==> config.mk <==
export PLATFORM = sky130hd
export DESIGN_NAME = uart_hex_formatter
export DESIGN_NICKNAME = d
export VERILOG_FILES = /design/src/rtl/uart_hex_formatter.sv
export SDC_FILE = /design/constraint.sdc
export NUM_CORES = 1
export LEC_CHECK = 0
export CAP_MARGIN = 10
export CORE_UTILIZATION = 52
export DETAILED_ROUTE_END_ITERATION = 8
export PLACE_DENSITY = 0.88
export SLEW_MARGIN = 20
export SYNTH_ARGS = -nofsm -noshare
export SYNTH_HDL_FRONTEND = slang
export SYNTH_SLANG_ARGS = --single-unit
==> constraint.sdc <==
create_clock -name clk -period 3.14 [get_ports clk]
set_input_delay 0.628 -clock clk [delete_from_list [all_inputs] [get_ports clk]]
set_output_delay 0.628 -clock clk [all_outputs]
set_load 0.1 [all_outputs]
### A small window of the routed layout

Region (43, 8) to (63, 28) um. Cells in gray, sequential cells in the stronger gray; small squares are vias.
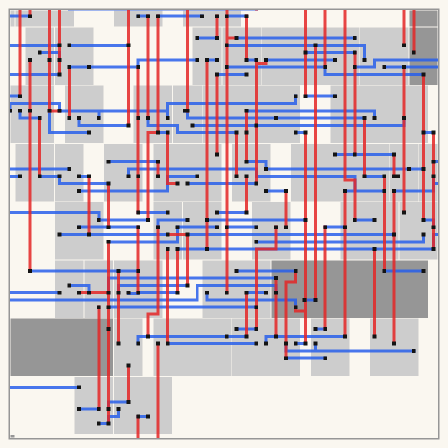
[blue] M1
[red] M2
most frequent: nand2_1 (4), a21oi_1 (4), ha_1 (4)
cells with their middle in the window: 38
sequential cells in the window: 2

### Signal wires by layer

Scale: 6 px per um.
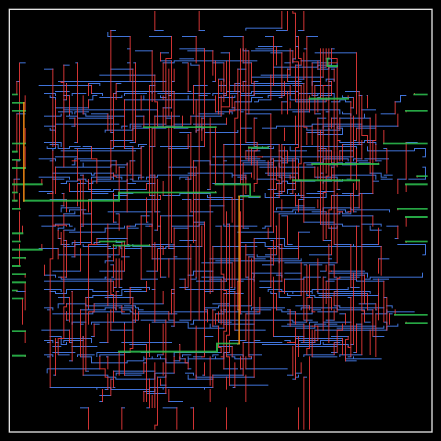
[green] M3 | wire length: 200 um
[orange] M4 | wire length: 40.8 um
[blue] M1 | wire length: 2340 um
[red] M2 | wire length: 2520 um
routed length per instance: 13.2 um
GRT Util Overall: 22.9%
Vias: 2108

### Clock wires, drivers and flops

Scale: 4 px per um.
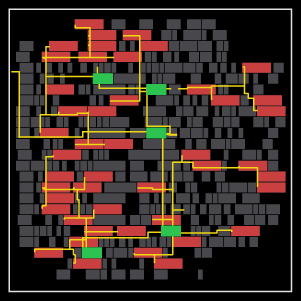
[yellow] clock wires | length: 499 um
[red] flip-flops | count: 46
[green] clock-net drivers | count: 5
routed clock nets: 6
flops lie: spread over the die
Clk pwr share: 21.6%
Clock net power: 0.353 mW
Final Skew: 0.00731 ns
Latency at later pin: 0.30 ns

### Routing congestion map

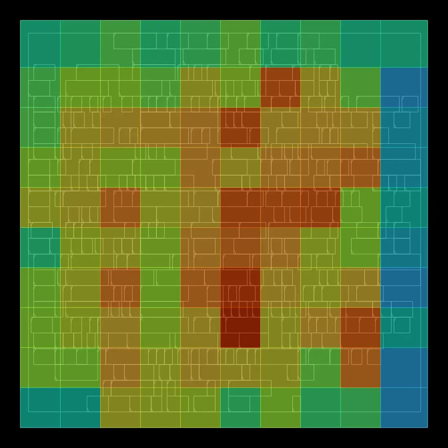
post-route core utilization: 67.6%
GRT busiest layer: met2
met1 usage in global routing: 29.1%
met2 global-route usage: 40.4%

### Register map, names as in the netlist

Scale: 6 px per um.
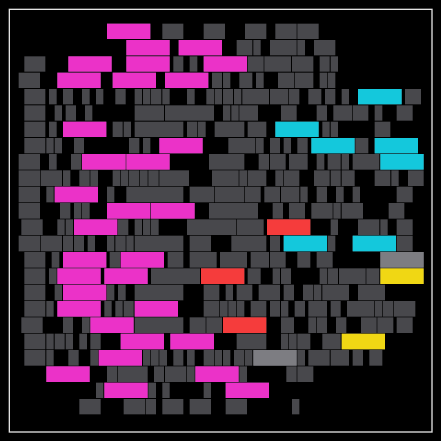
[magenta] word_q | placed flops: 32
[yellow] state | placed flops: 2
[red] idx | placed flops: 3
[cyan] data | placed flops: 7
Seq/total area: 30.9%
seq pwr: 0.665 mW
register area: 921 um^2

==> out/qor.csv <==
metric,value,unit
fin_tns_setup,0,ns
setup_viol,0,
die_h,70.2,um
fillers,382,
synth-simple-area-share,19.8,%
cts_made_buffers,5,
top_layer_used,met4,
clock_path_buffers,2,
fin_crit,2.84,ns
chipArea,0.00493,mm^2
synthTopCellsByArea,"dfxtp_1 38%, nand2_1 12%, a21oi_1 8.7%, mux4_2 6.5%, ha_1 6.2%",
ir_drop,324,uV
drt-met1-wl,2340,um
fp_util,54.8,%
p_total,1.63,mW
die_w,70.2,um
end_kind,flip-flop,
nets,381,
cts_tree,done,
cp_max_fo,6,
drive_gt1_share,12.0,%
crit_type,flip-flop to flip-flop,
inv_count,7,
ff_type,dfxtp_1,
most_common_cell,nand2_1,
syn-instance-count,290,
ys_top_cells_by_count,"76 x nand2_1, 46 x dfxtp_1, 42 x a21oi_1",
layout.nonclk_buf_share,16.3,%
antenna_found_initial,0,
grt_util_met3,3.90,%
timing.fmax,352,MHz
slew_headroom,57.7,%
hold_viol_final,0,
nClkBuffers,6,
p_leak,1.18,nW
io_pins,47,
avgViaCountPerCell,5.46,
io_buffers,45,
row_count,24,
status,"complete, no violations",
cap_violations,0,
ys_seq_share,38.1,%
worst_slew_pin_slew,0.617,ns
synth_cell_types,43,
finalWirelength,5100,um
synth_adder_area_share,6.21,%
whs,0.460,ns
power.share.combinational,37.6,%
worstPathArrival,3.03,ns
n_antenna_cell,0,
[worst max-delay path, stage by stage (launching register included)]
cell and delay [ns]:
dfxtp_1 0.34, inv_1 0.10, ha_1 0.39, inv_1 0.09, mux4_1 0.59, mux2i_4 0.28
ha_1 0.32, xnor2_1 0.14, nor2_1 0.10, a21oi_1 0.06, a211oi_1 0.27, nor2_1 0.06
[cells in the final DEF (no fill, tap or decap), types with 3 or more instances in the layout]
cell type	netlist	routed
nand2_1	76	76
dfxtp_1	46	46
a21oi_1	42	42
clkdlybuf4s50_1	0	35
nor2_1	20	20
buf_4	2	18
ha_1	12	12
o21ai_0	9	9
inv_1	7	7
mux4_2	7	7
a211oi_1	7	7
nand2b_1	5	5
clkbuf_8	0	5
xor2_1	3	3
xnor2_1	3	3
nand3b_1	3	3
Power is estimated from default activity; no workload was simulated.
